**config.mk**
```make
export PLATFORM = sky130hd
export DESIGN_NAME = fetch_stage
export DESIGN_NICKNAME = d
export VERILOG_FILES = /design/src/rtl/cpu_types_pkg.sv /design/src/rtl/if_id_reg.sv /design/src/rtl/fetch_stage.sv
export SDC_FILE = /design/constraint.sdc
export NUM_CORES = 1
export LEC_CHECK = 0
export CORE_ASPECT_RATIO = 1.4
export CORE_MARGIN = 3
export CORE_UTILIZATION = 35
export DETAILED_ROUTE_END_ITERATION = 8
export PLACE_DENSITY = 0.77
export REMOVE_ABC_BUFFERS = 1
export SKIP_CTS_REPAIR_TIMING = 1
export SYNTH_ARGS = -nofsm -noshare
export SYNTH_HDL_FRONTEND = slang
export SYNTH_SLANG_ARGS = --single-unit
```
**constraint.sdc**
```tcl
create_clock -name CLK -period 1.3 [get_ports CLK]
set_clock_uncertainty 0.1 [all_clocks]
set_input_delay 0.195 -clock CLK [delete_from_list [all_inputs] [get_ports CLK]]
set_output_delay 0.195 -clock CLK [all_outputs]
set_load 0.005 [all_outputs]
```
**src/rtl/cpu_types_pkg.sv**
```systemverilog
// rtl/cpu_types_pkg.sv - shared CPU types: fetch states, opcode constants, word helpers
package cpu_types_pkg;

    typedef logic [31:0] word_t;
    typedef logic [5:0]  opcode_t;

    typedef enum logic [1:0] {
        RUN  = 2'd0,
        SKID = 2'd1,
        HALT = 2'd2
    } fetch_state_t;

    // Named OP_HALT so it cannot collide with the HALT state literal above.
    localparam opcode_t OP_HALT = 6'h3F;

    function automatic logic is_halt(input word_t w);
        return w[31:26] == OP_HALT;
    endfunction

endpackage

```
**src/rtl/if_id_reg.sv**
```systemverilog
// rtl/if_id_reg.sv - IF/ID payload register {instr, npc, valid} with load/clear/drop controls
module if_id_reg
    import cpu_types_pkg::*;
(
    input  logic  CLK,
    input  logic  nRST,
    input  logic  i_clear,
    input  logic  i_load,
    input  logic  i_drop,
    input  word_t i_instr,
    input  word_t i_npc,
    output word_t o_instr,
    output word_t o_npc,
    output logic  o_valid
);

    word_t r_instr;
    word_t r_npc;
    logic  r_valid;

    // clear beats load beats drop; drop only kills valid so instr/npc hold on a bubble
    always_ff @(posedge CLK or negedge nRST) begin
        if (!nRST) begin
            r_instr <= '0;
            r_npc   <= '0;
            r_valid <= 1'b0;
        end else if (i_clear) begin
            r_instr <= '0;
            r_npc   <= '0;
            r_valid <= 1'b0;
        end else if (i_load) begin
            r_instr <= i_instr;
            r_npc   <= i_npc;
            r_valid <= 1'b1;
        end else if (i_drop) begin
            r_valid <= 1'b0;
        end
    end

    assign o_instr = r_instr;
    assign o_npc   = r_npc;
    assign o_valid = r_valid;

endmodule

```
**src/rtl/fetch_stage.sv**
```systemverilog
// rtl/fetch_stage.sv - instruction fetch stage with one-entry skid buffer and HALT detection
module fetch_stage
    import cpu_types_pkg::*;
(
    input  logic        CLK,
    input  logic        nRST,
    input  logic [31:0] imemaddr,
    input  logic [31:0] pc_plus_4,
    input  logic [31:0] imemload,
    input  logic        ihit,
    input  logic        stall,
    input  logic        flush,
    output logic        imemREN,
    output logic [31:0] imemaddr_o,
    output logic        pc_en,
    output logic [31:0] instr,
    output logic [31:0] npc,
    output logic        valid,
    output logic        halted
);

    fetch_state_t r_state;
    fetch_state_t w_next_state;

    word_t r_skid_instr;
    word_t r_skid_npc;

    logic  w_pc_en;
    logic  w_load;
    logic  w_clear;
    logic  w_drop;
    logic  w_skid_wr;
    logic  w_sel_skid;
    word_t w_load_instr;
    word_t w_load_npc;

    always_ff @(posedge CLK or negedge nRST) begin
        if (!nRST) begin
            r_state <= RUN;
        end else begin
            r_state <= w_next_state;
        end
    end

    // flush outranks stall and every state; it also gives the PC its redirect load
    always_comb begin
        w_next_state = r_state;
        w_pc_en      = 1'b0;
        w_load       = 1'b0;
        w_clear      = 1'b0;
        w_drop       = 1'b0;
        w_skid_wr    = 1'b0;
        w_sel_skid   = 1'b0;
        if (flush) begin
            w_clear      = 1'b1;
            w_pc_en      = 1'b1;
            w_next_state = RUN;
        end else begin
            case (r_state)
                RUN: begin
                    if (ihit) begin
                        w_pc_en = 1'b1;
                        if (!stall) begin
                            w_load = 1'b1;
                            if (is_halt(imemload)) begin
                                w_next_state = HALT;
                            end
                        end else begin
                            w_skid_wr    = 1'b1;
                            w_next_state = SKID;
                        end
                    end else if (!stall) begin
                        w_drop = 1'b1;
                    end
                end
                SKID: begin
                    if (!stall) begin
                        w_load       = 1'b1;
                        w_sel_skid   = 1'b1;
                        w_next_state = is_halt(r_skid_instr) ? HALT : RUN;
                    end
                end
                HALT: begin
                    if (!stall) begin
                        w_drop = 1'b1;
                    end
                end
                default: begin
                    w_next_state = RUN;
                end
            endcase
        end
    end

    always_ff @(posedge CLK or negedge nRST) begin
        if (!nRST) begin
            r_skid_instr <= '0;
            r_skid_npc   <= '0;
        end else if (flush) begin
            r_skid_instr <= '0;
            r_skid_npc   <= '0;
        end else if (w_skid_wr) begin
            r_skid_instr <= imemload;
            r_skid_npc   <= pc_plus_4;
        end
    end

    assign w_load_instr = w_sel_skid ? r_skid_instr : imemload;
    assign w_load_npc   = w_sel_skid ? r_skid_npc   : pc_plus_4;

    if_id_reg u_if_id_reg (
        .CLK     (CLK),
        .nRST    (nRST),
        .i_clear (w_clear),
        .i_load  (w_load),
        .i_drop  (w_drop),
        .i_instr (w_load_instr),
        .i_npc   (w_load_npc),
        .o_instr (instr),
        .o_npc   (npc),
        .o_valid (valid)
    );

    assign imemREN    = nRST && (r_state == RUN);
    assign pc_en      = nRST && w_pc_en;
    assign halted     = (r_state == HALT);
    assign imemaddr_o = imemaddr;

endmodule

```
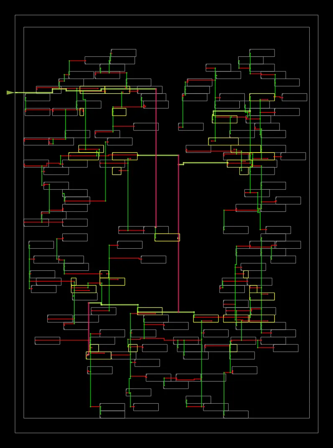
Figure 1: run 1, clock wiring as the flow saved it.
CLK BUF: 19
clk_lat worst skew: 0.41 ns
Clock Sinks: 131
flop count: 131

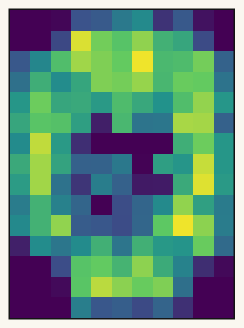
Figure 2: run 1, cell density map.
(2 px per µm) The die is cut into 11 by 15 equal tiles; dark purple is low, yellow is high, 0 to 100% covered.
emptiest ninth of the die	middle
fullest tile	98%
nearly empty tiles	14%
mean over tiles	46%
densest ninth of the die	top middle
tiles over 75% full	21%
core area: 15200 µm²
fp_density: 36.1%
final core occ: 53.2%

==> deck_impl_summary.md, run 1 <==
Flow Results at a Glance

Run status
  • Status: finished, violations left
  • Failing checks: setup timing

Floorplanning
  • Die width: 112 µm
  • Full die area: 17200 µm²
  • Cell Rows: 53
  • Vertical die size: 154 µm

Layout
  • Fin nets: 721
  • Synthesis-to-finish area growth: 47.4%
  • Comb area: 1760 µm²
  • Reg area: 3280 µm²
  • Filler cells: between 1000 and 1500
  • Finished Layout Cells: 824
  • Antenna Cells: 0

Setup path
  • WP data required: 1.54 ns
  • Levels on crit path: 8
  • Crit. Startpoint: r_state[0]$_DFFE_PN0P_
  • Worst setup EP type: register
  • Reg2Reg Capture Point: r_skid_instr[26]$_DFFE_PN0P_
  • R2R Setup Slk: -0.48 ns
  • CP endpoint: r_skid_instr[26]$_DFFE_PN0P_
  • R2r worst-path depth: 8
  • Worst-path fanout max: 8
  • Crit-path cells: buf_6 -> nor2_4 -> nand2_2 -> buf_6 -> nor3_4 -> buf_12 -> clkbuf_16 -> a22o_1
  • Most frequent cell on the critical path: buf_6
  • CP max-delay cell: dfrtp_1
  • Crit start category: register
  • Delay-heaviest family, CP: buffers and inverters
  • WP buf/inv: 4

Logic synthesis
  • Register share after synthesis: 59.8%
  • Biggest area cells: dfrtp_1, a22o_1, o22ai_1
  • Max-area cell share: 59.8%
  • Most numerous cell in the Yosys netlist: dfrtp_1
  • Syn Inst Count: 486
  • Dominant combinational family: AND-OR/OR-AND gates
  • Synthesized cell area: 5480 µm²
  • Flops & latches, synth: 131
  • Syn avg cell area: 11.3 µm²
  • Synth Warn #: 0
  • Post-synth ARST share: 100%
  • Yosys stat cell total: between 400 and 500
  • Cell type with the largest total area: dfrtp_1
  • Top FF cell, synth: dfrtp_1
  • Post-synth EDFFs: 0

Final timing
  • Hold Vio Cnt, Final: 0
  • Max-Slew Margin vs Limit: between 60% and 70%
  • RSZ-0062 raised after global routing: yes
  • # setup viols final: 143
  • Worst-Margin Slew: around 0.54 ns
  • Max Clock Freq: 563 MHz
  • Fin crit share: 137%
  • Worst setup margin: -0.476 ns

Clock tree
  • CTS Buf Count: 17
  • CTS Buffer Depth: 2
  • Clk slew on worst S/H paths: around 0.060 ns

Routing
  • # DRC: 0
  • First drt pass iteration count: 5
  • Via density: 5.53
  • Final ANT Viol Nets: 0
  • WL per Instance: 20.6 µm
  • Initial DRC count: 414
  • Vias: around 4600

Power and ir drop
  • Peak VDD IR: just over 0.9 mV
  • Switching part of the total: 23.7%
  • Logic pwr share: 12.7%
  • Clock power share: between 40% and 50%
  • Leak pwr: about 4.4 nW
  • Total power: 10.6 mW

Placed design
  • Dpl cells: approximately 800
  • Placer Congestion: 0.777

GRT
  • Aggregate global-route resource usage: 18.5%
  • Vias in the first global route: 4733
  • Initial antenna violation count: 0

Worst hold path
  • Worst min path class: primary input to output pin

Run
  • Max Cap Viol: 0
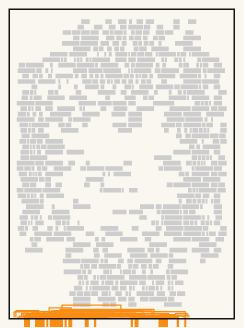
Figure 3: run 1, wires at chosen ports, followed through buffers.
(2 px per µm)
colour	port	bits	direction	end cells	buffers	wire
orange	`imemaddr`	32	input	0	0	1170 µm
number of I/O pins: 201
Buffers on Ports: 136

[run 1: worst min path at each step]
stage                      from                           to  slack [ns]  depth (start not counted)
detailed placement  imemaddr[1]                imemaddr_o[1]        0.29                          0
CTS                        nRST    r_skid_npc[9]$_DFFE_PN0P_       -0.11                          3
global placement    imemaddr[1]                imemaddr_o[1]        0.29                          0
finish              imemaddr[1]                imemaddr_o[1]        0.29                          0
floorplan                  nRST  r_skid_instr[0]$_DFFE_PN0P_       -0.20                          0
global route        imemaddr[1]                imemaddr_o[1]        0.29                          0
[run 1: cells by family (layout without fill, tap and decap cells)]
kind of cell,after synthesis,after routing
flip-flops,131,131
buffers and inverters,72,218
AND-OR/OR-AND,201,201
AND/OR/NAND/NOR,82,82
[run 1: power by group through the flow]
stage / clock [mW] / combinational [mW] / sequential [mW]
after floorplan: 0 / 0.400 / 4.48
after global placement: 0 / 1.26 / 4.49
after detailed placement: 0 / 1.29 / 4.49
after CTS: 4.96 / 1.30 / 4.43
after global routing: 5.13 / 1.45 / 4.45
final: 4.85 / 1.35 / 4.42
[run 1: metrics by stage]
step | worst slack [ns] | util [%] | TNS, ns | hold WS [ns] | cell area [µm²]
2_1_floorplan | -1.92 | - | -198.50 | -0.201 | 5010
3_3_place_gp | -0.566 | 46.6 | -65.88 | 0.290 | 7070
3_5_place_dp | -0.611 | 46.6 | -71.11 | 0.290 | 7070
4_1_cts | -0.754 | 50.5 | -62.41 | -0.111 | 7680
5_1_grt | -0.507 | 53.2 | -62.57 | 0.290 | 8080
6_report | -0.476 | 53.2 | -54.96 | 0.290 | 8080
[run 1: flip-flops by register name, indices dropped and copies added (netlist names)]
register	flops
r_skid_instr	32
r_skid_npc	32
u_if_id_reg.o_instr	32
u_if_id_reg.o_npc	32
r_state	2
u_if_id_reg.o_valid	1
[run 1: cells in the final DEF (no fill, tap or decap), types with 2 or more instances in the layout]
cell type and count:
a22o_1 64, and3_1 2, buf_12 17, buf_4 20, buf_6 6, bufinv_16 3, clkbuf_16 23, clkbuf_2 3
clkdlybuf4s50_1 77, clkinv_2 2, clkinv_4 5, clkinvlp_4 2, dfrtp_1 131, dlymetal6s2s_1 55, nand2_1 66, o21ai_0 41
o21ai_1 24, o22ai_1 64
[run 1: area by class of cell]
cell class / instances / area share (%)
flip-flops and latches: 131 / 40.6
repair buffers: 185 / 27.1
multi-input cells: 283 / 21.8
clock buffers: 19 / 5.48
well taps: 192 / 2.97
clock inverters: 12 / 1.97
inverters: 2 / 0.0929
[run 1: routing by layer]
| layer | vias up | GRT usage (%) | part of all wire (%) |
|---|---|---|---|
| met3 | 22 | 7.44 | 7.5 |
| met2 | 221 | 29.2 | 50 |
| met5 | - | 2.61 | 0.29 |
| met1 | 2279 | 22.7 | 40 |
| met4 | 2 | 6.61 | 1.6 |
| li1 | 2032 | - | - |
Figure 4. Gate families picked out (run 1).
(3 px per µm)
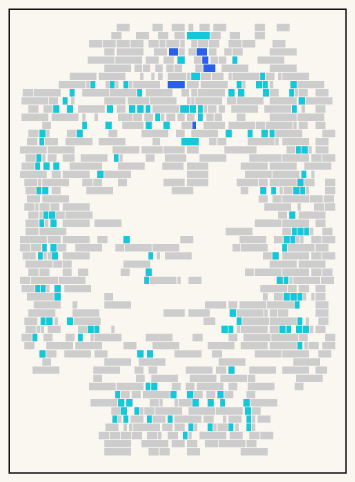

==> run 1 -> run 2 <==
ABC_AREA = 1   (was not set)
PLACE_DENSITY = 0.75   (was 0.77)
SLEW_MARGIN = 20   (was not set)
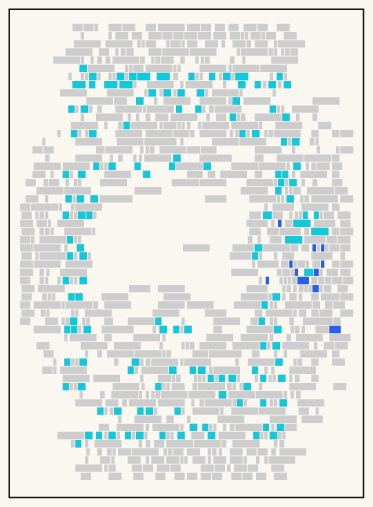
Figure 5: run 2, gate families picked out.
(3 px per µm)
colour	family	cells	most used
cyan	inverting AOI/OAI gates	134	o211ai_1
blue	NOR gates	11	nor2_1
Top cell excl fill/tap: nand2_1
Comb area share: 21.3%
Finished Layout Cells: 1099

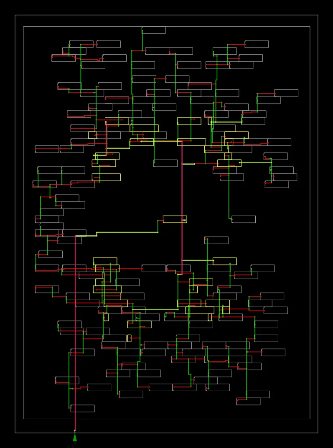
Figure 6: run 2, clock wiring as the flow saved it.
Clk. pwr: 5.22 mW
CLK BUF: 20
clk_lat worst skew: 0.40 ns
CTS Buf Count: 17

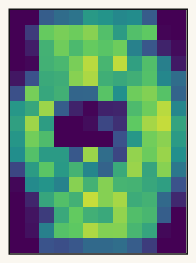
Figure 7: run 2, cell density map.
(1.5 px per µm) The die is cut into 12 by 16 equal tiles; dark purple is low, yellow is high, 0 to 100% covered.
fullest tile	91%
emptiest ninth of the die	middle
mean over tiles	47%
nearly empty tiles	14%
tiles over 75% full	21%
core area: 17000 µm²
fp_density: 36.0%
final core occ: 54.4%

==> deck_impl_summary.md, run 2 <==
Flow Results at a Glance

Run status
  • Status: finished, violations left (unchanged)
  • Failing checks: setup timing (unchanged)

Logic synthesis
  • Post-synth EDFFs: 0 (unchanged)
  • Leading cell types by count after synthesis: nand2_1, inv_1, dfrtp_1, nand3_1, o22ai_1 (was dfrtp_1, nand2_1, a22o_1, o22ai_1, o21ai_0)
  • Yosys stat cell total: 703 (was 486)
  • Max-area cell share: 53.7% (was 59.8%)
  • Post-synth ARST share: 100% (unchanged)
  • Syn Inst Count: 703 (was 486)
  • Synthesized cell area: 6100 µm² (was 5480 µm²)
  • Biggest area cells: dfrtp_1, nand2_1, inv_1 (was dfrtp_1, a22o_1, o22ai_1)
  • Syn avg cell area: 8.68 µm² (was 11.3 µm²)
  • Top FF cell, synth: dfrtp_1 (unchanged)
  • Register share after synthesis: 53.7% (was 59.8%)
  • Synth Warn #: 0 (unchanged)
  • Flops & latches, synth: 131 (unchanged)
  • Most numerous cell in the Yosys netlist: nand2_1 (was dfrtp_1)
  • Unique cell types: 20 (was 32)
  • Cell type with the largest total area: dfrtp_1 (unchanged)

Final timing
  • Hold Vio Cnt, Final: 0 (unchanged)
  • RSZ-0062 raised after global routing: yes (unchanged)
  • Final TNS setup: -38.19 ns (was -54.96 ns)
  • Slew Viols, Final: 0 (unchanged)
  • # setup viols final: 134 (was 143)
  • Max Clock Freq: 597 MHz (was 563 MHz)
  • Post-route minimum period: 1.67 ns (was 1.78 ns)
  • Fin crit share: 129% (was 137%)
  • Worst setup margin: -0.374 ns (was -0.476 ns)
  • Max-Slew Margin vs Limit: 51.0% (was 63.7%)
  • Worst-Margin Slew: 0.734 ns (was 0.544 ns)

Routing
  • Via density: 5.01 (was 5.53)
  • Post-Route WL: 20.2 mm (was 17.0 mm)
  • Initial DRC count: 354 (was 414)
  • First drt pass iteration count: 4 (was 5)
  • Final ANT Viol Nets: 0 (unchanged)
  • WL per Instance: 18.4 µm (was 20.6 µm)
  • Vias: 5507 (was 4556)
  • # DRC: 0 (unchanged)

Layout
  • Top Layout Cells: nand2_1, inv_1, dfrtp_1, nand3_1 (was dfrtp_1, clkdlybuf4s50_1, nand2_1, a22o_1, o22ai_1)
  • Filler cells: 1495 (was 1262)
  • Antenna Cells: 0 (unchanged)
  • Fin nets: 955 (was 721)
  • Synthesis-to-finish area growth: 51.0% (was 47.4%)

Power and ir drop
  • Net Switching: 2.92 mW (was 2.52 mW)
  • Clock power share: 44.5% (was 45.7%)
  • Switching part of the total: 24.9% (was 23.7%)
  • Logic pwr share: 17.0% (was 12.7%)
  • Internal power: 8.80 mW (was 8.10 mW)
  • Leak pwr: 5.64 nW (was 4.42 nW)
  • Peak VDD IR: 0.622 mV (was 0.906 mV)
  • PD cells: 1270 nW/µm² (was 1320 nW/µm²)

Floorplanning
  • Die width: 118 µm (was 112 µm)
  • Vertical die size: 162 µm (was 154 µm)
  • Full die area: 19100 µm² (was 17200 µm²)
  • Number of I/O pins: 201 (unchanged)
  • Cell Rows: 56 (was 53)

GRT
  • Total gr overflow: 0 (unchanged)
  • Largest net degree at the start of global routing: 132 (was 88)
  • Aggregate global-route resource usage: 17.6% (was 18.5%)
  • Vias in the first global route: 5093 (was 4733)
  • First-pass GRT wire length: 26.9 mm (was 25.2 mm)
  • Initial antenna violation count: 0 (unchanged)

Worst hold path
  • Worst min path class: primary input to register (was primary input to output pin)

Placed design
  • Placer Congestion: 0.808 (was 0.777)
  • Buffers on Ports: 136 (unchanged)
  • Dpl cells: 1025 (was 779)

Setup path
  • CP peak stage delay: 0.39 ns (was 0.41 ns)
  • Worst-path fanout max: 3 (was 8)
  • Critical path class: register to output pin (was register to register)
  • Crit start category: register (unchanged)
  • Worst setup EP type: output pin (was register)
  • Crit-path cells: buf_6 -> nor2_4 -> nand2_2 -> a21oi_2 -> clkbuf_2 (was buf_6 -> nor2_4 -> nand2_2 -> buf_6 -> nor3_4 -> buf_12 -> clkbuf_16 -> a22o_1)
  • CP max-delay cell: dfrtp_1 (unchanged)
  • WP data required: 1.00 ns (was 1.54 ns)

Clock tree
  • CTS Buffer Depth: 2 (unchanged)
  • Clock Sinks: 131 (unchanged)
  • Clk slew on worst S/H paths: 0.06 ns (about the same)
  • TritonCTS clock tree: yes (unchanged)
  • H-tree Lvls: 4 (unchanged)
  • CTS root buf: clkbuf_16 (unchanged)

Run
  • Count of tool warnings: 28 (was 26)
  • Max Cap Viol: 0 (unchanged)
run 2: logic make-up (layout without fill, tap and decap cells):
kind of cell	Yosys count	in the layout	share of synthesized area, %
and+or+nand+nor	224	224	15.5
DFF	131	131	53.7
buffers and inverters	214	378	15.6
AOI/OAI and AO/OA	134	134	15.3
run 2: final cells by class:
class / instances / area [µm²] / share of cell area [%]
Inverter: 138 / 518 / 5.62
Multi-Input combinational cell: 358 / 1970 / 21.3
Timing Repair Buffer: 208 / 2520 / 27.4
Sequential cell: 131 / 3280 / 35.6
Tap cell: 232 / 290 / 3.15
Clock inverter: 12 / 205 / 2.23
Clock buffer: 20 / 437 / 4.74
run 2: worst max-delay path: cells and delay by family, from the launching register on:
kind                   cells  cell delay, ns
DFF                        1            0.39
buffers and inverters      2            0.26
AOI/OAI and AO/OA          1            0.13
and+or+nand+nor            2            0.20
run 2: stage by stage:
step                      power [mW]  area (µm²)  hold slack (ns)  setup slack, ns
after CTS                       11.5        8380           -0.172           -0.720
after global routing            12.2        9220            0.287           -0.445
after floorplan                 5.19        5670           -0.201            -2.43
after detailed placement        6.23        7740            0.263           -0.460
after global placement          6.21        7740            0.254           -0.463
final                           11.7        9220            0.279           -0.374
run 2: power by group through the flow:
stage | clock network [mW] | logic (mW) | registers (mW)
floorplan | 0 | 0.622 | 4.56
global placement | 0 | 1.64 | 4.57
detailed placement | 0 | 1.66 | 4.57
CTS | 5.29 | 1.67 | 4.51
global route | 5.48 | 2.16 | 4.53
finish | 5.22 | 2.00 | 4.50
run 2: metal layers:
| metal | global-route usage, % | wire, µm |
|---|---|---|
| met1 | 23.6 | 8650 |
| met2 | 27.0 | 9670 |
| met3 | 4.91 | 1340 |
| met4 | 6.56 | 482 |
| met5 | 2.34 | 56 |
run 2: final timing paths:
path,startpoint,to,slack (ns),cells past startpoint
setup / recovery,r_state[0]$_DFFE_PN0P_,pc_en,-0.37,5
hold / removal,pc_plus_4[1],r_skid_npc[1]$_DFFE_PN0P_,0.28,3
setup reg to reg,r_state[0]$_DFFE_PN0P_,r_skid_instr[7]$_DFFE_PN0P_,-0.37,8
hold reg to reg,u_if_id_reg.o_npc[2]$_DFFE_PN0P_,u_if_id_reg.o_npc[2]$_DFFE_PN0P_,0.41,2
max in group asynchronous,nRST,u_if_id_reg.o_instr[7]$_DFFE_PN0P_,0.15,3
min in group asynchronous,nRST,u_if_id_reg.o_instr[3]$_DFFE_PN0P_,0.36,3
Figure 8. Wires at chosen ports, followed through buffers (run 2).
(2 px per µm)
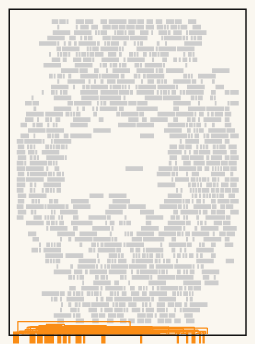

==> run 2 -> run 3 <==
MAX_ROUTING_LAYER = met4   (was not set)
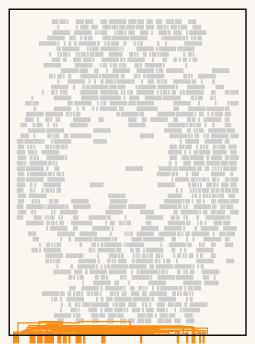
Figure 9: run 3, wires at chosen ports, followed through buffers.
(2 px per µm)
colour	port	bits	direction	end cells	buffers	wire
orange	`imemaddr`	32	input	0	0	1300 µm

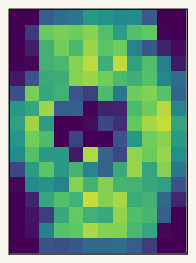
Figure 10: run 3, cell density map.
(1.5 px per µm) The die is cut into 12 by 16 equal tiles; dark purple is low, yellow is high, 0 to 100% covered.
tiles over 75% full	22%
fullest tile	91%
nearly empty tiles	14%
emptiest ninth of the die	middle
mean over tiles	47%
final core occ: 54.4%

==> deck_impl_summary.md, run 3 <==
Flow Results at a Glance

Run status
  • Status: finished, violations left (unchanged)
  • Failing checks: setup timing (unchanged)

Logic synthesis
  • Leading cell types by count after synthesis: nand2_1, inv_1, dfrtp_1, nand3_1, o22ai_1 (unchanged)
  • Max-area cell share: 53.7% (unchanged)
  • Cell type with the largest total area: dfrtp_1 (unchanged)
  • Post-synth ARST share: 100% (unchanged)
  • Most numerous cell in the Yosys netlist: nand2_1 (unchanged)
  • Yosys stat cell total: 703 (unchanged)
  • Synth Warn #: 0 (unchanged)
  • Top FF cell, synth: dfrtp_1 (unchanged)
  • Unique cell types: 20 (unchanged)
  • Syn avg cell area: 8.68 µm² (unchanged)
  • Syn Inst Count: 703 (unchanged)
  • Biggest area cells: dfrtp_1, nand2_1, inv_1 (unchanged)
  • Register share after synthesis: 53.7% (unchanged)

Setup path
  • Critical R2R Launch: r_state[0]$_DFFE_PN0P_ (unchanged)
  • Critical path class: register to output pin (unchanged)
  • Crit. Startpoint: r_state[0]$_DFFE_PN0P_ (unchanged)
  • R2r worst-path depth: 8 (unchanged)
  • CP endpoint: pc_en (unchanged)
  • R2R Setup Slk: -0.37 ns (about the same)
  • Crit start category: register (unchanged)
  • Worst setup EP type: output pin (unchanged)

GRT
  • Vias in the first global route: 5074 (was 5093)
  • Initial antenna violation count: 0 (unchanged)
  • First-pass GRT wire length: 26.9 mm (unchanged)
  • Largest net degree at the start of global routing: 132 (unchanged)
  • Aggregate global-route resource usage: 18.1% (was 17.6%)

Run
  • Count of tool warnings: 28 (unchanged)
  • Max Cap Viol: 0 (unchanged)

Final timing
  • Max Clock Freq: 596 MHz (was 597 MHz)
  • Fin crit share: 129% (about the same)
  • RSZ-0062 raised after global routing: yes (unchanged)
  • Worst setup margin: -0.379 ns (was -0.374 ns)
  • Post-route minimum period: 1.68 ns (was 1.67 ns)
  • Max-Slew Margin vs Limit: 47.5% (was 51.0%)
  • Slew Viols, Final: 0 (unchanged)
  • Hold Vio Cnt, Final: 0 (unchanged)
  • # setup viols final: 134 (unchanged)
  • Worst-Margin Slew: 0.788 ns (was 0.734 ns)

Floorplanning
  • Number of I/O pins: 201 (unchanged)
  • Full die area: 19100 µm² (unchanged)
  • Vertical die size: 162 µm (unchanged)
  • Core area: 17000 µm² (unchanged)
  • Fp_density: 36.0% (unchanged)

Worst hold path
  • Worst min path class: primary input to register (unchanged)
  • Worst Min Path Start: pc_plus_4[1] (unchanged)

Power and ir drop
  • Leak pwr: 5.63 nW (was 5.64 nW)
  • PD cells: 1270 nW/µm² (about the same)
  • Peak VDD IR: 0.628 mV (was 0.622 mV)

Layout
  • Final Cell Area: 9230 µm² (was 9220 µm²)
  • Reg area: 3280 µm² (unchanged)
  • Finished Layout Cells: 1099 (unchanged)
  • Filler cells: 1490 (was 1495)
  • Fin nets: 955 (unchanged)

Clock tree
  • CTS root buf: clkbuf_16 (unchanged)
  • TritonCTS clock tree: yes (unchanged)
  • CTS Buffer Depth: 2 (unchanged)
  • CTS Buf Count: 17 (unchanged)
  • H-tree Lvls: 4 (unchanged)
  • Clk slew on worst S/H paths: 0.06 ns (about the same)

Routing
  • First drt pass iteration count: 5 (was 4)
  • WL per Instance: 18.5 µm (was 18.4 µm)
  • Post-Route WL: 20.4 mm (was 20.2 mm)
  • Initial DRC count: 388 (was 354)
  • Final ANT Viol Nets: 0 (unchanged)
  • # DRC: 0 (unchanged)

Placed design
  • Dpl cells: 1025 (unchanged)
  • Post-DP Area: 7740 µm² (unchanged)
  • Hpwl dp: 11.2 mm (unchanged)
  • Buffers on Ports: 136 (unchanged)
  • Placer Congestion: 0.820 (was 0.808)
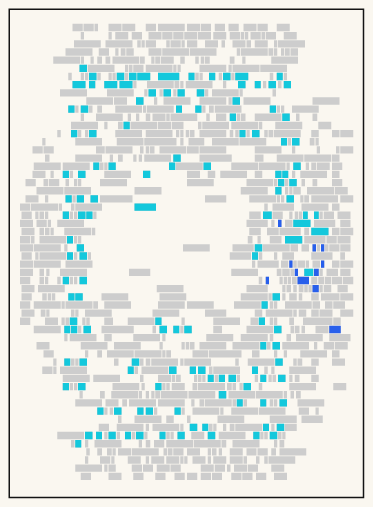
Figure 11: run 3, gate families picked out.
(3 px per µm)
colour	family	cells	most used
blue	NOR gates	11	nor2_1
cyan	inverting AOI/OAI gates	134	o211ai_1
Comb area share: 21.5%

run 3: cell count changes in the layout (fill, tap and decap cells not counted):
cell / delta
o22ai_4: +2
buf_6: +2
o22ai_2: -1
buf_8: -2
o22ai_1: -1
run 3: layer usage:
layer	global-route usage, %	vias to the layer above	part of all wire, %
met4	6.56	0	2.3
met5	-	-	0
li1	-	2574	-
met3	4.84	38	6.1
met1	24.0	2677	43
met2	26.9	242	48
run 3: power breakdown:
part | switching (mW) | leakage (nW) | internal [mW] | total (mW)
clock | 1.81 | 0.305 | 3.42 | 5.23
combinational | 0.976 | 3.55 | 1.03 | 2.01
sequential | 0.153 | 1.78 | 4.35 | 4.50
total | 2.94 | 5.63 | 8.80 | 11.7
run 3: cell families after synthesis:
group | after synthesis | share of synthesized area (%)
flip-flops | 131 | 53.7
AND/OR/NAND/NOR | 224 | 15.5
AND-OR/OR-AND | 134 | 15.3
buffers and inverters | 214 | 15.6
run 3: layout make-up:
| class | count | share of cell area, % |
|---|---|---|
| timing repair buffer | 208 | 27.2 |
| multi-input combinational | 358 | 21.5 |
| tap | 232 | 3.14 |
| inverter | 138 | 5.61 |
| clock buffer | 20 | 4.73 |
| sequential | 131 | 35.5 |
| clock inverter | 12 | 2.22 |
run 3: worst min path at each step:
stage	endpoint	slack [ns]	cells after the start
floorplan	r_skid_instr[0]$_DFFE_PN0P_	-0.20	0
global placement	u_if_id_reg.o_npc[8]$_DFFE_PN0P_	0.25	2
detailed placement	u_if_id_reg.o_instr[3]$_DFFE_PN0P_	0.26	2
CTS	u_if_id_reg.o_npc[8]$_DFFE_PN0P_	-0.17	2
global route	r_skid_npc[1]$_DFFE_PN0P_	0.29	3
finish	r_skid_npc[1]$_DFFE_PN0P_	0.28	3
run 3: critical path: stages, from the launching register on:
cell      delay, ns
dfrtp_1        0.40
buf_6          0.13
nor2_4         0.12
nand2_2        0.08
a21oi_2        0.13
clkbuf_2       0.12
run 3: per-stage QoR:
stage / total power, mW / hold WS [ns] / utilization (%) / TNS, ns
2_1_floorplan: 5.19 / -0.201 / - / -225.26
3_3_place_gp: 6.21 / 0.254 / 45.7 / -54.65
3_5_place_dp: 6.23 / 0.263 / 45.7 / -56.34
4_1_cts: 11.5 / -0.172 / 49.4 / -50.99
5_1_grt: 12.2 / 0.286 / 54.4 / -47.84
6_report: 11.7 / 0.277 / 54.4 / -38.76

==> gallery <==
Register map, names as in the netlist.
(2 px per µm) Other sequential cells in the stronger grey, the rest of the logic in the fainter grey.
(a)
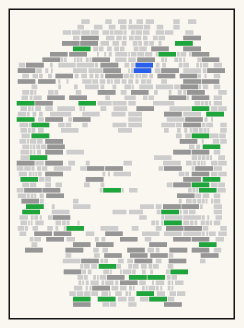
(b)
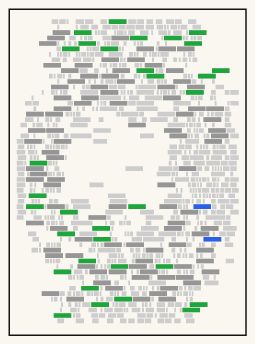
(a) -> run 1
(b) -> run 3

No activity file was given, so power comes from the tool's default toggle rates.
